## config.mk

```make
export PLATFORM = sky130hd
export DESIGN_NAME = pci_vc_fifo_bank
export DESIGN_NICKNAME = d
export VERILOG_FILES = /design/src/rtl/pci_tx_pkg.sv /design/src/rtl/pci_vc_fifo_chan.sv /design/src/rtl/pci_vc_fifo_bank.sv
export SDC_FILE = /design/constraint.sdc
export NUM_CORES = 1
export LEC_CHECK = 0
export ABC_AREA = 1
export CORE_AREA = 2 2 139 141
export CTS_BUF_LIST = sky130_fd_sc_hd__clkbuf_8
export DETAILED_ROUTE_END_ITERATION = 7
export DIE_AREA = 0 0 141 143
export GPL_TIMING_DRIVEN = 0
export PLACE_DENSITY_LB_ADDON = 0.08
export SLEW_MARGIN = 20
export SYNTH_ARGS = -nofsm -noshare
export SYNTH_HDL_FRONTEND = slang
export SYNTH_SLANG_ARGS = --single-unit
export TNS_END_PERCENT = 30
```

## constraint.sdc

```tcl
create_clock -name clk -period 3.5 [get_ports clk]
set_input_delay 0.7 -clock clk [delete_from_list [all_inputs] [get_ports clk]]
set_output_delay 0.7 -clock clk [all_outputs]
set_load 0.03 [all_outputs]
```

## src/rtl/pci_tx_pkg.sv

```systemverilog
// Shared definitions for the PCIe transmit path: default geometry, channel
// index width helper and flag bit ordering shared with the lane distributor.
package pci_tx_pkg;

  localparam int DEFAULT_DATA_W = 6;
  localparam int DEFAULT_ADDR_W = 2;
  localparam int DEFAULT_N_CH   = 4;

  // Bit positions inside a per-channel flag vector
  localparam int FLAG_FULL  = 0;
  localparam int FLAG_EMPTY = 1;
  localparam int FLAG_AF    = 2;
  localparam int FLAG_AE    = 3;
  localparam int FLAG_ERR   = 4;
  localparam int N_FLAGS    = 5;

  function automatic int ch_width(input int n);
    if (n <= 2) begin
      return 1;
    end else begin
      return $clog2(n);
    end
  endfunction

endpackage

```

## src/rtl/pci_vc_fifo_chan.sv

```systemverilog
// One virtual-channel FIFO: storage, pointers, occupancy, flags and the
// sticky overflow/underflow error.
module pci_vc_fifo_chan
  import pci_tx_pkg::*;
#(
  parameter int DATA_W = DEFAULT_DATA_W,
  parameter int ADDR_W = DEFAULT_ADDR_W
) (
  input  logic               clk,
  input  logic               reset,
  input  logic               init,
  input  logic               wr_sel,
  input  logic               rd_sel,
  input  logic [DATA_W-1:0]  data_in,
  input  logic [ADDR_W:0]    umbral_af,
  input  logic [ADDR_W:0]    umbral_ae,
  output logic               rd_ok,
  output logic [DATA_W-1:0]  rd_data,
  output logic [N_FLAGS-1:0] flags
);

  localparam int DEPTH = 2 ** ADDR_W;
  localparam logic [ADDR_W:0] DEPTH_V = (ADDR_W + 1)'(DEPTH);
  localparam logic [ADDR_W:0] CNT_ONE = (ADDR_W + 1)'(1);
  localparam logic [ADDR_W-1:0] PTR_ONE = ADDR_W'(1);

  logic [DATA_W-1:0] mem [DEPTH];
  logic [ADDR_W-1:0] wr_ptr_r;
  logic [ADDR_W-1:0] rd_ptr_r;
  logic [ADDR_W:0]   cnt_r;
  logic              err_r;
  logic              wr_ok;
  logic              is_full;
  logic              is_empty;
  logic [ADDR_W:0]   af_sat;
  logic [ADDR_W:0]   af_thr;

  // Accept decisions and flags; a full channel still takes a write when it is read in the same cycle
  always_comb begin
    is_full  = (cnt_r == DEPTH_V);
    is_empty = (cnt_r == '0);
    rd_ok    = rd_sel && !is_empty;
    wr_ok    = wr_sel && (!is_full || rd_ok);
    if (umbral_af > DEPTH_V) begin
      af_sat = DEPTH_V;
    end else begin
      af_sat = umbral_af;
    end
    af_thr = DEPTH_V - af_sat;
    flags = '0;
    flags[FLAG_FULL]  = is_full;
    flags[FLAG_EMPTY] = is_empty;
    flags[FLAG_AF]    = (cnt_r >= af_thr) && !is_full;
    flags[FLAG_AE]    = !is_empty && (cnt_r <= umbral_ae);
    flags[FLAG_ERR]   = err_r;
  end

  assign rd_data = mem[rd_ptr_r];

  // Pointer, occupancy and sticky error state
  always_ff @(posedge clk or posedge reset) begin
    if (reset) begin
      wr_ptr_r <= '0;
      rd_ptr_r <= '0;
      cnt_r    <= '0;
      err_r    <= 1'b0;
    end else if (!init) begin
      wr_ptr_r <= '0;
      rd_ptr_r <= '0;
      cnt_r    <= '0;
      err_r    <= 1'b0;
    end else begin
      if (wr_ok) begin
        wr_ptr_r <= wr_ptr_r + PTR_ONE;
      end
      if (rd_ok) begin
        rd_ptr_r <= rd_ptr_r + PTR_ONE;
      end
      case ({wr_ok, rd_ok})
        2'b10:   cnt_r <= cnt_r + CNT_ONE;
        2'b01:   cnt_r <= cnt_r - CNT_ONE;
        default: cnt_r <= cnt_r;
      endcase
      if ((wr_sel && !wr_ok) || (rd_sel && is_empty)) begin
        err_r <= 1'b1;
      end
    end
  end

  // Storage needs no reset; only accepted writes outside a soft clear land
  always_ff @(posedge clk) begin
    if (init && wr_ok) begin
      mem[wr_ptr_r] <= data_in;
    end
  end

endmodule

```

## src/rtl/pci_vc_fifo_bank.sv

```systemverilog
// Bank of N_CH virtual-channel FIFOs behind one write port and one read
// port; read data from the addressed channel is registered into data_out.
module pci_vc_fifo_bank
  import pci_tx_pkg::*;
#(
  parameter int DATA_W = DEFAULT_DATA_W,
  parameter int ADDR_W = DEFAULT_ADDR_W,
  parameter int N_CH   = DEFAULT_N_CH,
  localparam int CH_W  = ch_width(N_CH)
) (
  input  logic              clk,
  input  logic              reset,
  input  logic              init,
  input  logic              wr_en,
  input  logic [CH_W-1:0]   wr_ch,
  input  logic [DATA_W-1:0] data_in,
  input  logic              rd_en,
  input  logic [CH_W-1:0]   rd_ch,
  input  logic [ADDR_W:0]   umbral_af,
  input  logic [ADDR_W:0]   umbral_ae,
  output logic [DATA_W-1:0] data_out,
  output logic              valid_out,
  output logic [N_CH-1:0]   full,
  output logic [N_CH-1:0]   empty,
  output logic [N_CH-1:0]   almost_full,
  output logic [N_CH-1:0]   almost_empty,
  output logic [N_CH-1:0]   error
);

  logic [N_CH-1:0]    ch_rd_ok;
  logic [DATA_W-1:0]  ch_rd_data [N_CH];
  logic [N_FLAGS-1:0] ch_flags   [N_CH];
  logic               rd_hit;
  logic [DATA_W-1:0]  rd_word;

  for (genvar i = 0; i < N_CH; i++) begin : g_ch
    pci_vc_fifo_chan #(
      .DATA_W (DATA_W),
      .ADDR_W (ADDR_W)
    ) u_chan (
      .clk       (clk),
      .reset     (reset),
      .init      (init),
      .wr_sel    (wr_en && (wr_ch == CH_W'(i))),
      .rd_sel    (rd_en && (rd_ch == CH_W'(i))),
      .data_in   (data_in),
      .umbral_af (umbral_af),
      .umbral_ae (umbral_ae),
      .rd_ok     (ch_rd_ok[i]),
      .rd_data   (ch_rd_data[i]),
      .flags     (ch_flags[i])
    );

    assign full[i]         = ch_flags[i][FLAG_FULL];
    assign empty[i]        = ch_flags[i][FLAG_EMPTY];
    assign almost_full[i]  = ch_flags[i][FLAG_AF];
    assign almost_empty[i] = ch_flags[i][FLAG_AE];
    assign error[i]        = ch_flags[i][FLAG_ERR];
  end

  // Select the addressed channel's head word and accept status
  always_comb begin
    rd_hit  = 1'b0;
    rd_word = '0;
    for (int i = 0; i < N_CH; i++) begin
      if (rd_ch == CH_W'(i)) begin
        rd_hit  = ch_rd_ok[i];
        rd_word = ch_rd_data[i];
      end else begin
        rd_hit  = rd_hit;
        rd_word = rd_word;
      end
    end
  end

  // Output register: data_out is forced to zero whenever no read was accepted
  always_ff @(posedge clk or posedge reset) begin
    if (reset) begin
      data_out  <= '0;
      valid_out <= 1'b0;
    end else if (!init) begin
      data_out  <= '0;
      valid_out <= 1'b0;
    end else begin
      valid_out <= rd_hit;
      data_out  <= rd_hit ? rd_word : '0;
    end
  end

endmodule

```

Run 1, routed clock nets over the placement:
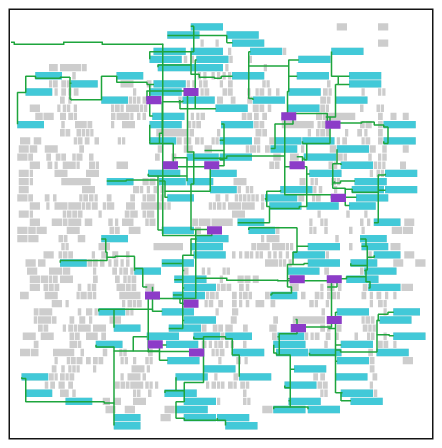
cells driving clock nets: marked purple, count 17. clock wires: marked green, length 1,770 um. flip-flops: marked cyan, count 135.
There are 18 routed clock nets.
Clk pwr share: 0.342
Layout Skew: 0.0149 ns
Power Clock: 0.00138 W
clk ins delay skew pair: 0.45 ns

Run 1, nets reached from selected ports:
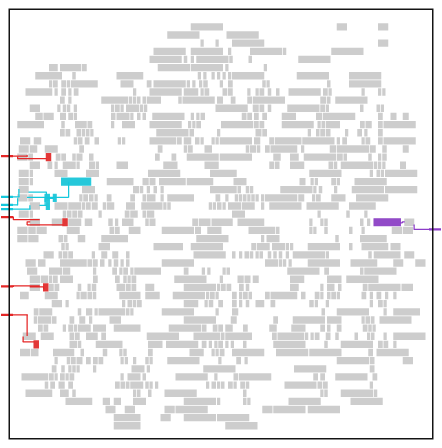
umbral_af: marked cyan, direction input, end cells 4, buffers 3, wire 49.6 um. valid_out: marked purple, direction output, end cells 1, buffers 1, wire 8.50 um. almost_empty: marked red, direction output, end cells 4, buffers 4, wire 72.5 um.
port buffer count: 46
I/O pin cnt: 48

==> out/results.ini, run 1 <==
[yosys]
synth-simple-area-share=0.223
synthMuxAreaShare=0
ys_cells=734
ys.flops=135
yosys.area.top_type_share=0.413
syn_area_per_cell_sq_um=9.51
edf_count=96
netlist_instances=734
async_flop_share=0.289
synthTopCellsByCount=nand2_1 (143), inv_1 (116), edfxtp_1 (96)
aoi_share=0.0586
fa_ha_area_frac=0.0707
topCellsByArea=edfxtp_1 (41%), dfrtp_1 (14%), nand2_1 (7.7%)
netlist-cell-type-count=33
syn-num-nets=792
synthXorXnorAreaFrac=0.00628
ys_chip_area_sq_um=6980
postSynthSeqShare=0.553
netlist_area_sq_um=6980
topCombFamilyByArea=simple AND/OR/NAND/NOR gates

[finish]
nClkBuffers=17
clkCellAreaFrac=0.0517
nonClkBufAreaFrac=0.0778
n_all_inverters=120
finalInstanceArea_sq_um=8190
buffers=73
sh_seq_area=0.471
nMultiInputCombCells=453
flops=135
fin_nets=858
synthToLayoutAreaGrowth_pct=17.3
mostFrequentLayoutCell=nand2_1
sh_comb_area=0.308
fin_util=0.441
dominant_cells=sequential cells
lay_top_cells=nand2_1 (143), inv_1 (117), edfxtp_1 (96), nand3_1 (94), nor2_1 (42)
drive_gt1_frac=0.122

[timing]
hold_ws_ns=0.560
min_period_ns=3.39
max_freq_ghz=0.295
rsz0062_at_grt=yes
fin_crit_sh=0.969
fin_tns_setup_ns=0
hold_viol=0
tightest_slew_ns=0.841
max-slew-margin-rel=0.438
final_max_slew_viol_count=0

[routing]
ant_nets=0
drc_errors=0
wl_met1_mm=7.72
via_count=5119
viasPerCell=4.89
wl_met2_mm=8.16
routed-wl-met3_um=587
wl_mm=16.6
wl_per_cell_um=15.9
dr.max_layer_used=met4

[pwr]
power_switching_w=0.00119
p_sw_frac=0.295
p_comb_frac=0.207
sequentialPower_w=0.00182
leakage_nw=3.61
p_per_area_nw_per_um2=494
peakVddDrop_v=0.000271
power.total_w=0.00404
pg_comb_w=0.000836
sequentialPowerShare=0.451
p_int_w=0.00285

[grt]
met3_usage=0.0376
grt_pass1_wl_mm=26.0
globalRouteMet2Util=0.288
overflow=0
grt_max_degree=22
grt_pass1_vias=4842
use_met1=0.225
grt_use_total=0.172

[flow_run]
max-cap-violations=0
tool_warnings=39

[critical_path]
crit_family=buffers and inverters
worst_path_max_delay_cell=clkdlybuf4s50_1
cp.arrival_ns=2.69
worst-path-buf-inv=3
crit_type=in2out
worstSetupEndpointType=primary output
crit_path_max_fanout=6
critPathMaxStageDelay_ns=0.51

[placement]
numPlacedInstances=1015
dp_slack_ns=-0.442
dp_hpwl_mm=12.0

[clock_tree]
cts_sinks=135
cts_root_buf=clkbuf_8
clk_pin_slew_ns=0.08
numCtsBuffers=17
cts_buffer_depth=2
cts_hold_buf=0
cts-resized-gates=5

[run_status]
status=finished clean

[floorplan]
chip_area_sq_um=20200

Run 1, cell outlines without signal wires:
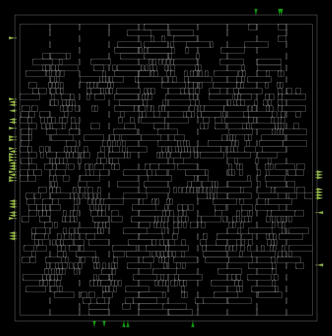
fillers: 1,808
total core area: 18,600 sq um
Layout Cells excl Fill: 1,047

Run 1, ports around the boundary:
Pins as bars across the die edge, other pins in gray.
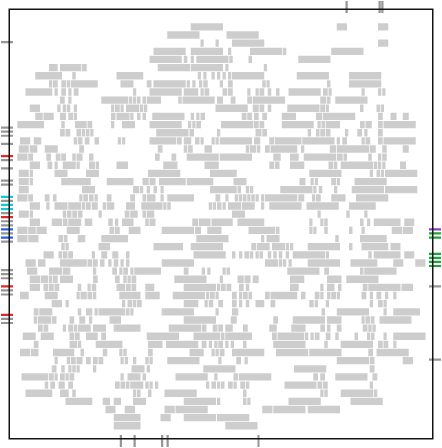
data_out: marked green, pins 6, direction output, edge east. almost_empty: marked red, pins 4, direction output, edge west. valid_out: marked purple, pins 1, direction output, edge east. umbral_af: marked cyan, pins 3, direction input, edge west. wr_ch: marked blue, pins 2, direction input, edge west.
Die Y: 143 um
Die X: 141 um

## run 1: state kept, by name, indices dropped and copies added, names as in the netlist
register,flops
g_ch.u_chan.err_r,4
g_ch.u_chan.mem,96
valid_out,1
g_ch.u_chan.rd_ptr_r,8
g_ch.u_chan.wr_ptr_r,8
g_ch.u_chan.cnt_r,12
data_out,6
## run 1: worst paths after layout
check / start / to / depth (start not counted)
setup / recovery: umbral_af[2] / almost_full[0] / 8
hold / removal: g_ch[3].u_chan.err_r / g_ch[3].u_chan.err_r / 2
setup reg to reg: g_ch[0].u_chan.cnt_r[1] / g_ch[0].u_chan.mem[3][3] / 6
hold reg to reg: g_ch[3].u_chan.err_r / g_ch[3].u_chan.err_r / 2
max in group asynchronous: reset / data_out[1] / 3
min in group asynchronous: reset / g_ch[2].u_chan.err_r / 2
Run 1, signal wires by layer:
Scale bar: 50 um.
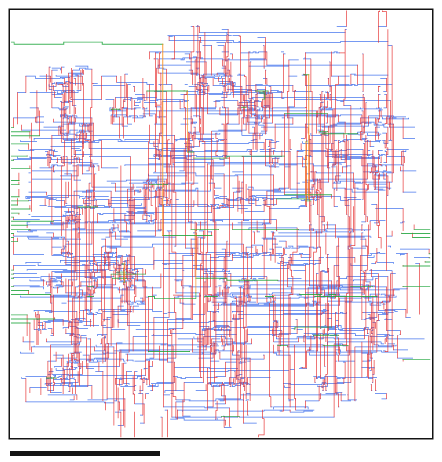

==> run 2, diff against run 1 <==
--- a/config.mk
+++ b/config.mk
@@ -12,6 +12,7 @@
 export DIE_AREA = 0 0 141 143
 export GPL_TIMING_DRIVEN = 0
 export PLACE_DENSITY_LB_ADDON = 0.08
+export REMOVE_ABC_BUFFERS = 1
 export SLEW_MARGIN = 20
 export SYNTH_ARGS = -nofsm -noshare
 export SYNTH_HDL_FRONTEND = slang
==> constraint.sdc (replaced) <==
create_clock -name clk -period 3.4 [get_ports clk]
set_input_delay 0.68 -clock clk [delete_from_list [all_inputs] [get_ports clk]]
set_output_delay 0.68 -clock clk [all_outputs]
set_load 0.03 [all_outputs]
Run 2, signal wires by layer:
Scale bar: 50 um.
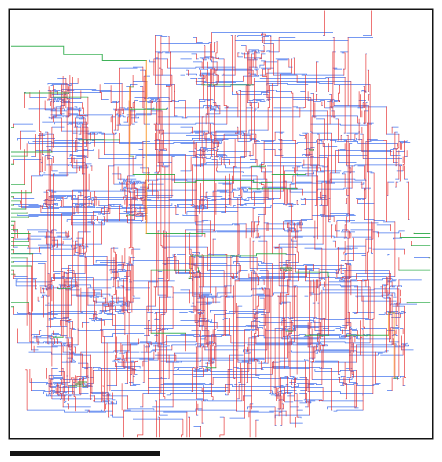
met4: marked orange, wire length 118 um. met2: marked red, wire length 7,950 um. met3: marked green, wire length 491 um. met1: marked blue, wire length 7,620 um.
drt total wl: 16.2 mm
Routed WL per cell: 15.8 um

==> run 2 against run 1 <==
  * Largest power group unchanged
  * Synthesized cell count did not move
  * Count of clock-buffer cells in the layout did not move
  * First-iteration DRC count did not move
  * Clock power fell by 3%
  * Non-clock buffer count fell by 25
  * Register-to-register slack got worse by 0.17 ns
==> out/results.ini, run 2 <==
[yosys]
netlist_instances=734  ; unchanged
edf_count=96  ; unchanged
synthMuxAreaShare=0  ; unchanged
synthTopCellsByCount=nand2_1 (143), inv_1 (116), edfxtp_1 (96)  ; unchanged
yosysWarnings=0  ; unchanged
synthXorXnorAreaFrac=0.00628  ; unchanged
ys_cells=734  ; unchanged
syn_area_per_cell_sq_um=9.51  ; unchanged
ys.flops=135  ; unchanged
topCellsByArea=edfxtp_1 (41%), dfrtp_1 (14%), nand2_1 (7.7%)  ; unchanged
async_flop_share=0.289  ; unchanged
synth-simple-area-share=0.223  ; unchanged
top_cell=nand2_1  ; unchanged
netlist_area_sq_um=6980  ; unchanged
ys_chip_area_sq_um=6980  ; unchanged
netlist-cell-type-count=33  ; unchanged
topCombFamilyByArea=simple AND/OR/NAND/NOR gates  ; unchanged
fa_ha_area_frac=0.0707  ; unchanged
aoi_share=0.0586  ; unchanged
postSynthSeqShare=0.553  ; unchanged
yosys.area.top_type_share=0.413  ; unchanged

[pwr]
leakage_nw=3.52  ; was 3.61 nW
clkPwrFrac=0.333  ; was 0.342
sequentialPower_w=0.00189  ; was 0.00182 W
pg_comb_w=0.000810  ; was 0.000836 W
p_per_area_nw_per_um2=504  ; was 494 nW/um^2
p_int_w=0.00282  ; was 0.00285 W
top_power_group=sequential cells  ; unchanged
peakVddDrop_v=0.000249  ; was 0.000271 V
power.total_w=0.00404  ; about the same
sequentialPowerShare=0.467  ; was 0.451
power_switching_w=0.00122  ; was 0.00119 W
p_sw_frac=0.302  ; was 0.295
pg_clk_w=0.00134  ; was 0.00138 W
p_comb_frac=0.201  ; was 0.207

[clock_tree]
cts_root_buf=clkbuf_8  ; unchanged
cts_sinks=135  ; unchanged
clk_pin_slew_ns=0.08  ; about the same
cts_tree=done  ; unchanged
clk_latency_ns=0.44  ; was 0.45 ns
numCtsBuffers=17  ; unchanged
cts_hold_buf=0  ; unchanged
cts_buffer_depth=2  ; unchanged

[critical_path]
rr_worst_depth=11  ; was 6
cp.arrival_ns=2.60  ; was 2.69 ns
worst-path-stages=8  ; unchanged
crit_start=umbral_af[0]  ; was umbral_af[2]
critPathMaxStageDelay_ns=0.42  ; was 0.51 ns
r2r_end=g_ch[2].u_chan.cnt_r[2]  ; was g_ch[0].u_chan.mem[3][3]
crit_family=buffers and inverters  ; unchanged
reg2reg_from=g_ch[2].u_chan.cnt_r[0]  ; was g_ch[0].u_chan.cnt_r[1]
worstSetupEndpointType=primary output  ; unchanged
worst_path_max_delay_cell=clkdlybuf4s50_1  ; unchanged
crit_end=almost_full[0]  ; unchanged
reg2reg_slack_ns=1.20  ; was 1.37 ns
crit_type=in2out  ; unchanged
crit_path_max_fanout=8  ; was 6
worst-path-buf-inv=2  ; was 3

[timing]
fin_crit_sh=0.964
max_freq_ghz=0.305
hold_viol=0  ; unchanged
min_period_ns=3.28
tightest_slew_ns=1.07  ; was 0.841 ns
post-route-worst-setup-slack_ns=0.121  ; was 0.110 ns
hold_ws_ns=0.535  ; was 0.560 ns
final_max_slew_viol_count=0  ; unchanged
max-slew-margin-rel=0.284  ; was 0.438
fin_tns_setup_ns=0  ; unchanged
finalClockSkew_ns=0.0153  ; was 0.0149 ns

[routing]
dr.pass1.iters=5  ; was 4
drc_errors=0  ; unchanged
via_count=4927  ; was 5,119
viasPerCell=4.82  ; was 4.89
ant_nets=0  ; unchanged
first_iter_violations=292  ; unchanged

[finish]
finalInstanceArea_sq_um=8020  ; was 8190 sq um
fin_nets=833  ; was 858
num-fill-cells=1795  ; was 1,808
reg.largest.list=g_ch.u_chan.mem: 96 flops, g_ch.u_chan.cnt_r: 12 flops  ; unchanged
register_area_sq_um=3860  ; unchanged
synthToLayoutAreaGrowth_pct=15.0  ; was 17.3%
max_flop_register=g_ch.u_chan.mem  ; unchanged
lay_top_cells=nand2_1 (143), inv_1 (116), edfxtp_1 (96), nand3_1 (94), nor2_1 (42)  ; was nand2_1 (143), inv_1 (117), edfxtp_1 (96), nand3_1 (94), nor2_1 (42)
drive_gt1_frac=0.0926  ; was 0.122
logic_area_sq_um=2520  ; unchanged
mostFrequentLayoutCell=nand2_1  ; unchanged
fin_util=0.432  ; was 0.441
largest_reg_flops=96  ; unchanged
layout.cells.non_filler=1022  ; was 1,047

[floorplan]
dieHeight_um=143  ; unchanged
io-pin-count=48  ; unchanged
chip_area_sq_um=20200  ; unchanged
core_area_sq_um=18600  ; unchanged
die_w_um=141  ; unchanged

[flow_run]
max-cap-violations=0  ; unchanged
tool_warnings=38  ; was 39

[grt]
overflow=0  ; unchanged
grt_max_degree=26  ; was 22
grt_use_total=0.172  ; about the same
grt_pass1_vias=4858  ; was 4,842
antenna_found_initial=0  ; unchanged
grt_pass1_wl_mm=26.1  ; was 26.0 mm

[placement]
globalplace.congestion=0.793  ; was 0.819
numPlacedInstances=990  ; was 1,015
port_buffers=47  ; was 46
dp_slack_ns=-0.613  ; was -0.442 ns
dp_hpwl_mm=11.4  ; was 12.0 mm

[run_status]
status=finished clean  ; unchanged

Run 2, routed clock nets over the placement:
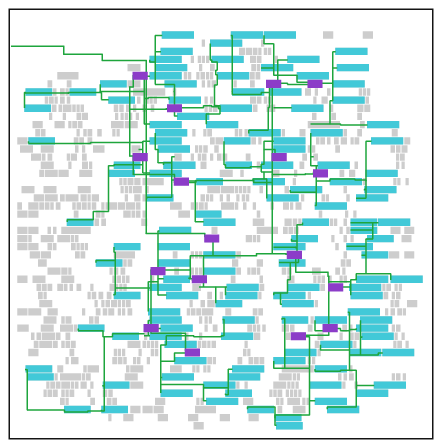
flip-flops: marked cyan, count 135. cells driving clock nets: marked purple, count 17. clock wires: marked green, length 1,780 um.
There are 18 routed clock nets.

-- run 2: cell counts after synthesis --
No cell type changed its count.
-- run 2: what timing repair did --
item,4_1_cts,5_1_grt
setup endpoints to repair,94,20
resized,9,11
gates cloned,0,0
-- run 2: metal layers --
metal | routed length (um) | vias to the layer above | GRT usage
met4 | 117 | 0 | 0.0526
met1 | 7620 | 2324 | 0.219
met5 | 0 | - | 0
met3 | 491 | 12 | 0.0402
met2 | 7950 | 95 | 0.293
li1 | - | 2496 | -
-- run 2: area by class of cell --
type	count	area share
sequential	135	0.481
multi-input combinational	453	0.314
timing repair buffer	48	0.0621
inverter	120	0.0568
tap	234	0.0365
clock buffer	17	0.0292
clock inverter	15	0.0203
No activity file was given, so power comes from the tool's default toggle rates.
